<file path="src/rtl/serial_add_pkg.sv">
// Shared types and constants for the nibble-serial adder controller.
package serial_add_pkg;

  localparam int NIBBLE_W        = 4;
  localparam int NIBBLES_DEFAULT = 4;

  typedef enum logic [1:0] {
    IDLE = 2'd0,
    RUN  = 2'd1,
    DONE = 2'd2
  } state_t;

endpackage : serial_add_pkg

</file>
<file path="src/rtl/nibble_adder.sv">
// Combinational 4-bit adder with carry-in and carry-out; the only adder in the datapath.
module nibble_adder
  import serial_add_pkg::*;
(
  input  logic [NIBBLE_W-1:0] x,
  input  logic [NIBBLE_W-1:0] y,
  input  logic                cin,
  output logic [NIBBLE_W-1:0] s,
  output logic                cout
);

  assign {cout, s} = {1'b0, x} + {1'b0, y} + {{NIBBLE_W{1'b0}}, cin};

endmodule : nibble_adder

</file>
<file path="src/rtl/serial_add_ctrl.sv">
// Nibble-serial adder: one 4-bit digit per cycle, IDLE/RUN/DONE controller.
// Define SERIAL_ADD_CTRL_SUB_EN to add the 'sub' port and subtraction (a + ~b + 1).
module serial_add_ctrl
  import serial_add_pkg::*;
#(
  parameter int NIBBLES = NIBBLES_DEFAULT
) (
  input  logic                      clock,
  input  logic                      reset_,
  input  logic                      start,
  input  logic [NIBBLE_W*NIBBLES-1:0] a,
  input  logic [NIBBLE_W*NIBBLES-1:0] b,
  input  logic                      c_in,
`ifdef SERIAL_ADD_CTRL_SUB_EN
  input  logic                      sub,
`endif
  output logic                      busy,
  output logic                      done,
  output logic [NIBBLE_W*NIBBLES-1:0] sum,
  output logic                      c_out
);

  localparam int W  = NIBBLE_W * NIBBLES;
  localparam int KW = (NIBBLES > 1) ? $clog2(NIBBLES) : 1;
  localparam logic [KW-1:0] LAST_K = KW'(NIBBLES - 1);

  state_t              state_q;
  logic [KW-1:0]       k_q;
  logic [W-1:0]        a_q;
  logic [W-1:0]        b_q;
  logic                carry_q;
  logic [W-1:0]        sum_q;
  logic                c_out_q;
  logic                busy_q;
  logic                done_q;

  logic [W-1:0]        b_load;
  logic                cin_load;
  logic [NIBBLE_W-1:0] nib_x;
  logic [NIBBLE_W-1:0] nib_y;
  logic [NIBBLE_W-1:0] nib_s;
  logic                nib_co;

  // Operand conditioning at acceptance: subtraction latches ~b with a forced carry of 1.
  always_comb begin
`ifdef SERIAL_ADD_CTRL_SUB_EN
    if (sub) begin
      b_load   = ~b;
      cin_load = 1'b1;
    end else begin
      b_load   = b;
      cin_load = c_in;
    end
`else
    b_load   = b;
    cin_load = c_in;
`endif
  end

  assign nib_x = a_q[{k_q, 2'b00} +: NIBBLE_W];
  assign nib_y = b_q[{k_q, 2'b00} +: NIBBLE_W];

  nibble_adder u_nibble_adder (
    .x    (nib_x),
    .y    (nib_y),
    .cin  (carry_q),
    .s    (nib_s),
    .cout (nib_co)
  );

  // Controller and datapath registers; k saturates at LAST_K so it never wraps.
  always_ff @(posedge clock or negedge reset_) begin
    if (!reset_) begin
      state_q <= IDLE;
      k_q     <= '0;
      a_q     <= '0;
      b_q     <= '0;
      carry_q <= 1'b0;
      sum_q   <= '0;
      c_out_q <= 1'b0;
      busy_q  <= 1'b0;
      done_q  <= 1'b0;
    end else begin
      case (state_q)
        IDLE, DONE: begin
          if (start) begin
            a_q     <= a;
            b_q     <= b_load;
            carry_q <= cin_load;
            sum_q   <= '0;
            k_q     <= '0;
            state_q <= RUN;
            busy_q  <= 1'b1;
            done_q  <= 1'b0;
          end else begin
            state_q <= IDLE;
            busy_q  <= 1'b0;
            done_q  <= 1'b0;
          end
        end
        RUN: begin
          sum_q[{k_q, 2'b00} +: NIBBLE_W] <= nib_s;
          carry_q <= nib_co;
          if (k_q == LAST_K) begin
            c_out_q <= nib_co;
            state_q <= DONE;
            busy_q  <= 1'b0;
            done_q  <= 1'b1;
          end else begin
            k_q     <= k_q + KW'(1);
          end
        end
        default: begin
          state_q <= IDLE;
          busy_q  <= 1'b0;
          done_q  <= 1'b0;
        end
      endcase
    end
  end

  assign busy  = busy_q;
  assign done  = done_q;
  assign sum   = sum_q;
  assign c_out = c_out_q;

endmodule : serial_add_ctrl

</file>
<file path="config.mk">
export PLATFORM = sky130hd
export DESIGN_NAME = serial_add_ctrl
export DESIGN_NICKNAME = d
export VERILOG_FILES = /design/src/rtl/serial_add_pkg.sv /design/src/rtl/nibble_adder.sv /design/src/rtl/serial_add_ctrl.sv
export SDC_FILE = /design/constraint.sdc
export NUM_CORES = 1
export LEC_CHECK = 0
export ABC_AREA = 1
export CAP_MARGIN = 10
export CORE_UTILIZATION = 35
export DETAILED_ROUTE_END_ITERATION = 10
export GPL_TIMING_DRIVEN = 0
export SLEW_MARGIN = 20
export SYNTH_ARGS = -nofsm -noshare
export SYNTH_HDL_FRONTEND = slang
export SYNTH_SLANG_ARGS = --single-unit
</file>
<file path="constraint.sdc">
create_clock -name clock -period 2.6 [get_ports clock]
set_clock_uncertainty 0.1 [all_clocks]
set_input_delay 0.78 -clock clock [delete_from_list [all_inputs] [get_ports clock]]
set_output_delay 0.78 -clock clock [all_outputs]
set_load 0.05 [all_outputs]
</file>
sizes.png
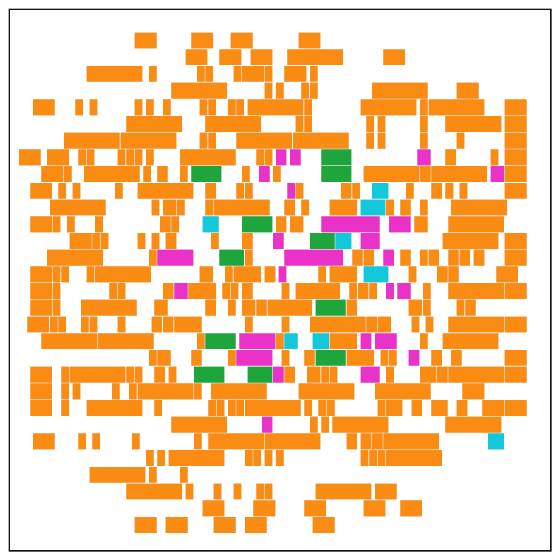
color	size	cells	share	most used
green	_6 and larger	11	3.0%	clkbuf_8
magenta	_2 cells	25	6.8%	buf_2
cyan	_3 and _4 cells	8	2.2%	buf_4
orange	_0 and _1 cells	325	88%	nand2_1
post-route setup slack: 166 ps
Final Instance Area: 0.00339 sq mm
Repair and plain buffers: 69
synthesis-to-finish area growth: 31.3%

placement_by_type.png
The bar under the picture is 20 um long. Fill, decap, tap and diode cells in gray.
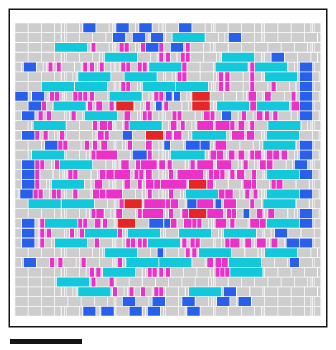
color	class	cells	share of their area
magenta	combinational and other logic	238	36%
cyan	sequential cells	54	41%
blue	remaining buffers and delay cells	69	20%
red	clock drivers and dummy loads	8	3.4%
end-of-flow core utilization: 48.9%
number of core rows: 30
Core Footprint: 0.00694 sq mm
sequential share of cell area: 39.9%

clocks.png
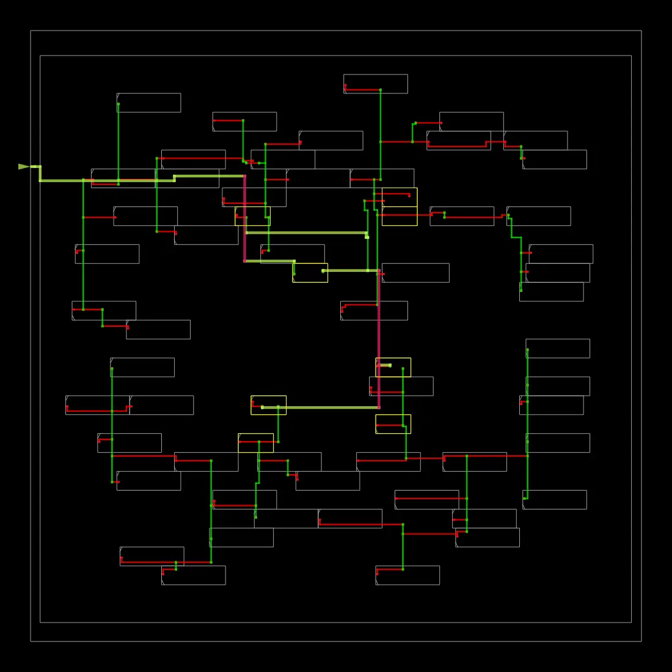
source-to-sink clock delay at the later pin of the worst-skew pair: 300 ps
total clock network power: 538 uW

layer_met2.png
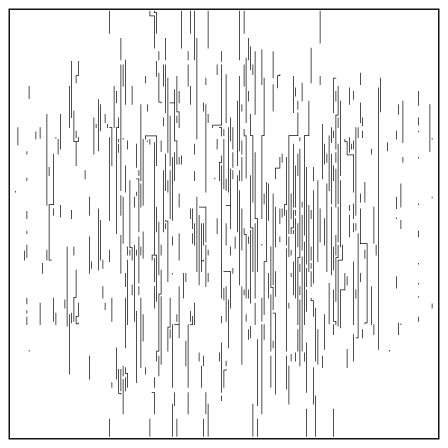
longest straight run	53.7 um
main direction	vertical
nets with wire on the layer	323
final routed wirelength across all metal layers: 5920 um
total via count in the routed design: 2161
global-route track usage on met2: 28.2%

==> datasheet_impl.txt <==
Implementation parameters

Parameter                              Value

Layout
  Final-layout clock buffer total .................. 8
  Non-clock inverter instance count of the final layout .................. 19
  Final Non-Filler Cells .................. 465
  Top library cells by usage in the layout, fill and taps aside .................. 126 x sky130_fd_sc_hd__nand2_1, 53 x sky130_fd_sc_hd__clkdlybuf4s50_1, 52 x sky130_fd_sc_hd__dfrtp_1
  #MultiIn Comb .................. 219

Global routing
  GRT overflow .................. 0
  GRT Max-Usage Layer .................. met2
  Global routing usage summed across all routing layers .................. 16.6%
  Initial antenna violation count .................. 0

Synth
  Dominant cells by area after synthesis .................. sky130_fd_sc_hd__dfrtp_1 52%, sky130_fd_sc_hd__nand2_1 18%, sky130_fd_sc_hd__o21ai_0 3.9%
  Mean area per synthesized cell .................. 8.50 sq um
  Cell count listed in synth_stat.txt .................. 304
  Synth flops .................. 54

Worst setup path
  Startpoint-to-endpoint class of the critical path .................. flip-flop to flip-flop
  Crit path max fanout .................. 11
  Reg-to-reg critical path endpoint .................. sum[6]
  Reg2Reg Depth .................. 11
  Internal reg-to-reg setup slack .................. 170 ps
  Data required, critical path .................. 2730 ps

Min path
  Worst Hold Launch .................. a_q[8]
  Endpoint of the worst hold path .................. a_q[8]

Floorplan
  Width of the die .................. 87.9 um
  Starting density of the core .................. 37.2%
  Die Height .................. 87.9 um
  Taps Inserted .................. 96
  Total I/O pin count .................. 55

Power and ir drop
  Gate power share .................. 56.1%
  Peak supply drop .................. 0.000479 V
  Power density cells .................. 1300 mW/mm^2
  Leading power group .................. combinational cells

Final timing
  Slew at the pin with the worst max-slew slack .................. 671 ps

Clock tree
  Clock Root Buffer .................. sky130_fd_sc_hd__clkbuf_8
  Number of buffers between clock root and the deepest sink .................. 2
  Number of clock buffers inserted by TritonCTS .................. 5

Routing
  Wirelength per Cell .................. 12.7 um
  1st-iter DRT viols .................. 119

Run status
  Status .................. finished clean

Placement
  Placer's final routability congestion estimate .................. 0.830
Power figures rest on the tool's default switching activity, not on a simulated workload.
